==> config.mk <==
export PLATFORM = sky130hd
export DESIGN_NAME = note_sequencer
export DESIGN_NICKNAME = d
export VERILOG_FILES = /design/src/rtl/note_sequencer.sv
export SDC_FILE = /design/constraint.sdc
export NUM_CORES = 1
export LEC_CHECK = 0
export CELL_PAD_IN_SITES_DETAIL_PLACEMENT = 1
export CELL_PAD_IN_SITES_GLOBAL_PLACEMENT = 2
export CORE_MARGIN = 10
export CORE_UTILIZATION = 41
export DETAILED_ROUTE_END_ITERATION = 8
export PLACE_DENSITY_LB_ADDON = 0.1
export RECOVER_POWER = 25
export SLEW_MARGIN = 20
export SYNTH_ARGS = -nofsm -noshare
export SYNTH_HDL_FRONTEND = slang
export SYNTH_SLANG_ARGS = --single-unit
export TNS_END_PERCENT = 1
==> constraint.sdc <==
create_clock -name clk -period 6.9 [get_ports clk]
set_clock_uncertainty 0.15 [all_clocks]
set_input_delay 1.035 -clock clk [delete_from_list [all_inputs] [get_ports clk]]
set_output_delay 1.035 -clock clk [all_outputs]
set_load 0.03 [all_outputs]
==> run_1/gate_families.png <==
Scale bar: 20 um.
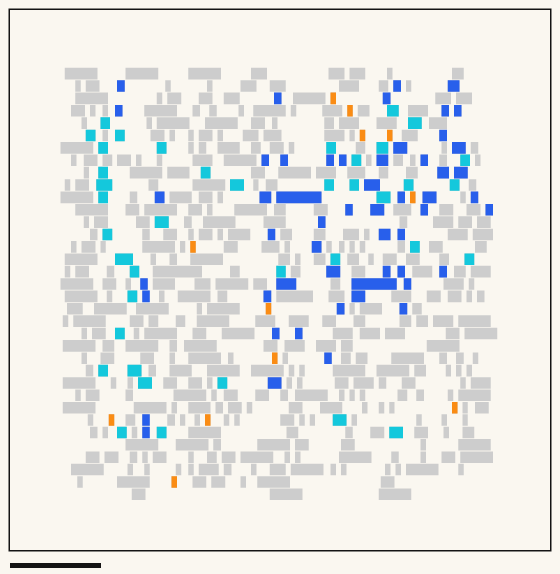
| family | color | cells |
|---|---|---|
| inverting AOI/OAI gates | blue | 54 |
| inverters | orange | 12 |
| AND and OR gates | cyan | 39 |
most frequent logic cell in the layout: nor2_1
combinational share of cell area: 58.0%
non-filler cells, final: 617

==> run_1/metal_stack.png <==
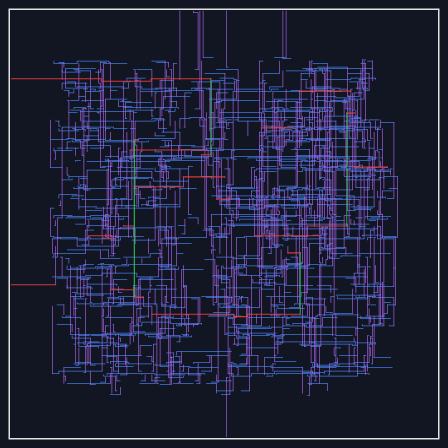
| layer | color | wire length |
|---|---|---|
| met3 | red | 253 um |
| met4 | green | 113 um |
| met2 | purple | 4980 um |
| met1 | blue | 4360 um |
WL per Instance: 15.7 um
DR vias: 3316
gr usage total: 13.9%

==> run_1/registers.png <==
Other sequential cells in the stronger gray, the rest of the logic in the fainter gray.
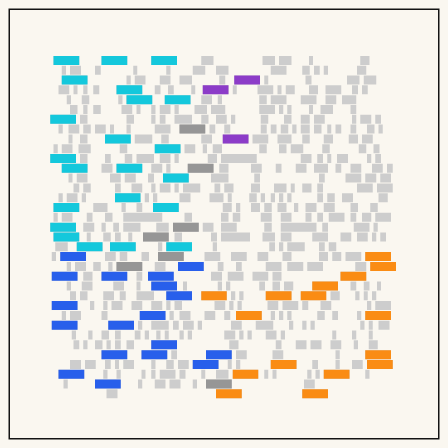
| netlist name | color | flops |
|---|---|---|
| `note_idx` | purple | 3 |
| `tcnt_q` | cyan | 22 |
| `tc_q` | orange | 16 |
| `dcnt_q` | blue | 18 |
Sequential Power: 0.000385 W
register share of the cell area: 30.2%

==> run_1/pins.png <==
Pins as bars across the die edge, other pins in gray.
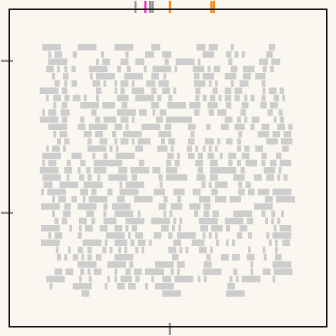
| port | color | pins | direction | edge |
|---|---|---|---|---|
| `mode` | magenta | 1 | input | north |
| `note_idx` | orange | 3 | output | north |
all pins by edge: 7 north, 2 west, 1 south
Die Width: 119 um
port bufs: 9
Die Y: 119 um

==> results.cfg, run 1 <==
; physical design summary
[critical_path]
worst-setup-path-type = reg2reg
critPathRequiredTime_ns = 6.95
cp.arrival_ns = 4.88
path_max_fanout = 19
worst-path-stages = 13
critPathTopFamily = AND-OR/OR-AND gates
r2r_setup_slack_ns = 2.07
start_kind = register

[synth]
yosys_cells = 481
logic_family = simple AND/OR/NAND/NOR gates
top_area_share_pct = 33.1
yosys.area_share.aoi_pct = 12.4
seq_area_frac_synth_pct = 33.1
synth_flops = 66
syn_inst = 481
ys_top_cells_by_count = 71 x nor2_1, 66 x dfxtp_1, 48 x nand2_1
synth-main-ff-cell = dfxtp_1
simple_gate_share_pct = 28.8
mappedNetlistNets = 511
top_cells_by_area = dfxtp_1 33%, ha_1 7.8%, nor2_1 6.7%, xnor2_1 6.6%, xor2_1 5.7%
ys_area_mm2 = 0.00400
synth_adder_area_share_pct = 7.83
synth_area_per_cell_um2 = 8.31

[sta]
setup_ws_ns = 2.07
worst_slew_pin_slew_ns = 0.971
fmax_ghz = 0.207
final_max_slew_viol_count = 0
final_hold_viol_count = 0
relSlewSlack_pct = 35.2
final-setup-viol-count = 0
holdWs_ns = 0.243
period_minus_slack_ns = 4.83
fin_crit_sh_pct = 70.1

[power_and_ir_drop]
power_leakage_nw = 1.62
p_per_area_mw_per_mm2 = 167
comb_power_share_pct = 2.0
internal_power_w = 0.000566

[cells_and_area]
largest_reg_flops = 22
nNetsFinal = 513

[place]
place_area_mm2 = 0.00417
place_ws_ns = 1.84
hpwl_mm = 7.22

[clocking]
clk_latency_ns = 0.35
clk_path_buf_depth = 2
htreeDepth = 3
hold_buffers = 0
cts_resized = 0
postCtsSetupBuffers = 0
cts_sinks = 66

[detailed_routing]
dr.first_iter.drc_count = 89
drc = 0
routed_via_density = 5.37

[floorplan]
fp_util_pct = 42.6
num_io_pins = 10
dieArea_mm2 = 0.0141
fp.coreArea_mm2 = 0.00937

[run_status]
outcome = complete, no violations

[grt]
grt_pass1_vias = 3382
grt_max_degree = 28
antenna_found_initial = 0
grt.overflow.total = 0

[job]
max_cap_viol_count = 0

[min_path]
hold_path.class = reg2reg
-- run 1: cell families after synthesis --
kind of cell    Yosys count
compound gates           68
simple gates            227
mux                       6
buf+inv                  32
xor+xnor                 57
fa+ha+maj                25
flops                    66
-- run 1: layer usage --
layer / wire, um / global-route usage [%] / up-vias / part of all wire [%]
met3: 252 / 2.86 / 10 / 2.6
met2: 4980 / 25.4 / 32 / 51
met1: 4360 / 15.9 / 1595 / 45
li1: - / - / 1679 / -
met4: 112 / 3.97 / 0 / 1.2
met5: 0 / 0 / - / 0
-- run 1: final cells by class --
cell class                 instances  area, um^2
clock inverter                     6        65.1
timing repair buffer              11         105
sequential                        66        1320
inverter                          12        45.0
tap                              129         161
clock buffer                      10         138
multi-input combinational        383        2540
fill                            1163        5000
-- run 1: worst register-to-register path: cells and delay by family (launching register included) --
kind                     cells  cell delay [ns]
AND/OR/NAND/NOR              3             0.62
flip-flops                   1             0.70
buffers and inverters        2             0.28
adder cells (fa/ha/maj)      2             0.64
AND-OR/OR-AND                5             2.08
multiplexers                 1             0.22
-- run 1: through the flow --
stage	utilization (%)	total power, W
final	46.7	0.000732
after floorplan	-	0.000401
after global routing	46.7	0.000763
after global placement	44.5	0.000408
after detailed placement	44.5	0.000409
after CTS	46.7	0.000743
-- run 1: power by group through the flow --
stage / clock (W) / combinational [W] / sequential [W]
finish: 0.000333 / 0.0000146 / 0.000385
global route: 0.000362 / 0.0000161 / 0.000385
CTS: 0.000343 / 0.0000154 / 0.000385
detailed placement: 0 / 0.0000153 / 0.000393
global placement: 0 / 0.0000150 / 0.000393
floorplan: 0 / 0.00000808 / 0.000393
## Run 2: what changed since run 1
--- a/config.mk
+++ b/config.mk
@@ -8,7 +8,7 @@
 export CELL_PAD_IN_SITES_DETAIL_PLACEMENT = 1
 export CELL_PAD_IN_SITES_GLOBAL_PLACEMENT = 2
 export CORE_MARGIN = 10
-export CORE_UTILIZATION = 41
+export CORE_UTILIZATION = 35
 export DETAILED_ROUTE_END_ITERATION = 8
 export PLACE_DENSITY_LB_ADDON = 0.1
 export RECOVER_POWER = 25
==> constraint.sdc (replaced) <==
create_clock -name clk -period 4 [get_ports clk]
set_clock_uncertainty 0.15 [all_clocks]
set_input_delay 0.6 -clock clk [delete_from_list [all_inputs] [get_ports clk]]
set_output_delay 0.6 -clock clk [all_outputs]
set_load 0.03 [all_outputs]
==> run_2/metal_stack.png <==
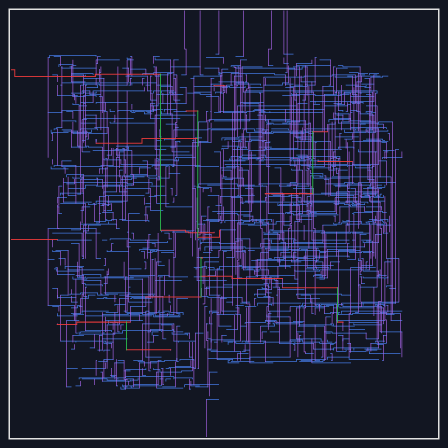
| layer | color | wire length |
|---|---|---|
| met2 | purple | 5100 um |
| met4 | green | 132 um |
| met3 | red | 247 um |
| met1 | blue | 5010 um |
WL per Instance: 16.4 um
overall routed net length: 10.5 mm
gr usage total: 13.3%
DR vias: 3361

==> run_2/registers.png <==
Other sequential cells in the stronger gray, the rest of the logic in the fainter gray.
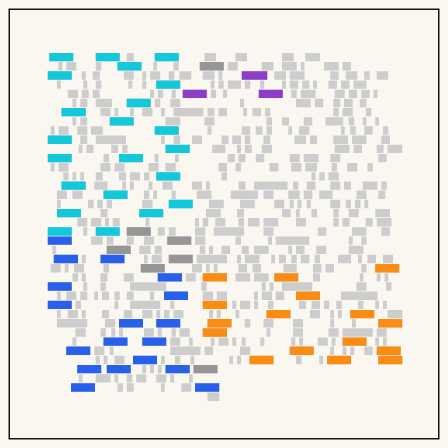
| netlist name | color | flops |
|---|---|---|
| `dcnt_q` | blue | 18 |
| `tc_q` | orange | 16 |
| `tcnt_q` | cyan | 22 |
| `note_idx` | purple | 3 |
not colored: 7
Reg area: 0.00132 mm^2
register share of the cell area: 28.6%
Util after Layout: 41.9%
Sequential Power: 0.000665 W

==> run 2 against run 1 <==
Compared with the run above:
- utilization decreased by 4.8 points
- clock power increased to 2.6 times the previous value
- synthesized cell count unchanged
- critical path type unchanged
- largest power group is now the clock network
==> results.cfg, run 2 <==
; physical design summary
[cells_and_area]
fill_cells = 1300
final_cells = 640
layout_top_cell = nor2_1

[clocking]
hold_buffers = 0

[sta]
fmax_ghz = 0.269
final_max_slew_viol_count = 0
final_hold_viol_count = 0
setup_ws_ns = 0.289
worst_slew_pin_slew_ns = 0.732
relSlewSlack_pct = 50.8
holdWs_ns = 0.242

[place]
port_buffers = 9
place_ws_ns = 0.130
hpwl_mm = 7.57

[floorplan]
num_io_pins = 10
die_h_um = 127
die_w_um = 127
fp_util_pct = 36.2

[critical_path]
critPathRequiredTime_ns = 4.06
start_kind = register
r2r_setup_slack_ns = 0.29

[grt]
grt.overflow.total = 0
antenna_found_initial = 0
grt_max_degree = 22

[synth]
top_area_share_pct = 33.1
yosys_cells = 481
mappedNetlistNets = 511
top_cells_by_area = dfxtp_1 33%, ha_1 7.8%, nor2_1 6.7%, xnor2_1 6.6%, xor2_1 5.7%
ys_top_cells_by_count = 71 x nor2_1, 66 x dfxtp_1, 48 x nand2_1

[power_and_ir_drop]
power_leakage_nw = 1.75
power_w = 0.00156

[job]
max_cap_viol_count = 0

[run_status]
outcome = complete, no violations

[detailed_routing]
drc = 0
dr.first_iter.drc_count = 189

[min_path]
hold_path.class = reg2reg
==> run 2: metal layers <==
layer / vias to the layer above / global-route usage (%) / share of wire (%)
li1: 1705 / - / -
met1: 1623 / 15.7 / 48
met2: 19 / 22.8 / 49
met3: 14 / 3.71 / 2.4
met4: 0 / 4.22 / 1.2
met5: - / 0 / 0
==> run 2: what timing repair did <==
| action | CTS | global route |
|---|---|---|
| gates resized | 0 | 4 |
| endpoints found under the hold margin | 0 | 0 |
| setup endpoints to repair | 0 | 16 |
==> run 2: layout make-up <==
cell class	instances	area share, %
Multi-Input combinational cell	383	55.2
Sequential cell	66	28.6
Clock buffer	10	5.17
Timing Repair Buffer	23	4.30
Tap cell	140	3.79
Clock inverter	6	1.95
Inverter	12	0.975
==> run 2: cells by family (layout without fill, tap and decap cells) <==
| kind of cell | after synthesis | in the layout | synth area share [%] |
|---|---|---|---|
| compound gates | 68 | 68 | 12.4 |
| xor+xnor | 57 | 57 | 12.8 |
| mux | 6 | 6 | 1.60 |
| flops | 66 | 66 | 33.1 |
| simple gates | 227 | 227 | 28.8 |
| fa+ha+maj | 25 | 25 | 7.83 |
| buf+inv | 32 | 51 | 3.41 |
==> run 2: critical path, stage by stage, from the launching register on <==
cell and delay [ns]:
dfxtp_1 0.44, inv_1 0.10, ha_1 0.37, a21boi_0 0.23, a2bb2oi_1 0.25, nor2_1 0.09
ha_1 0.24, xor2_1 0.17, a211o_1 0.32, nor4b_2 0.34, o2111ai_1 0.24, a2111oi_4 0.33
buf_6 0.23, nor3b_1 0.07
==> run 2: where the power goes <==
group | leakage, nW | internal [W] | switching (W)
registers | 0.533 | 0.000661 | 0.00000379
clock network | 0.159 | 0.000563 | 0.000312
logic | 1.06 | 0.0000102 | 0.0000149
Power and IR drop assume default switching activity.
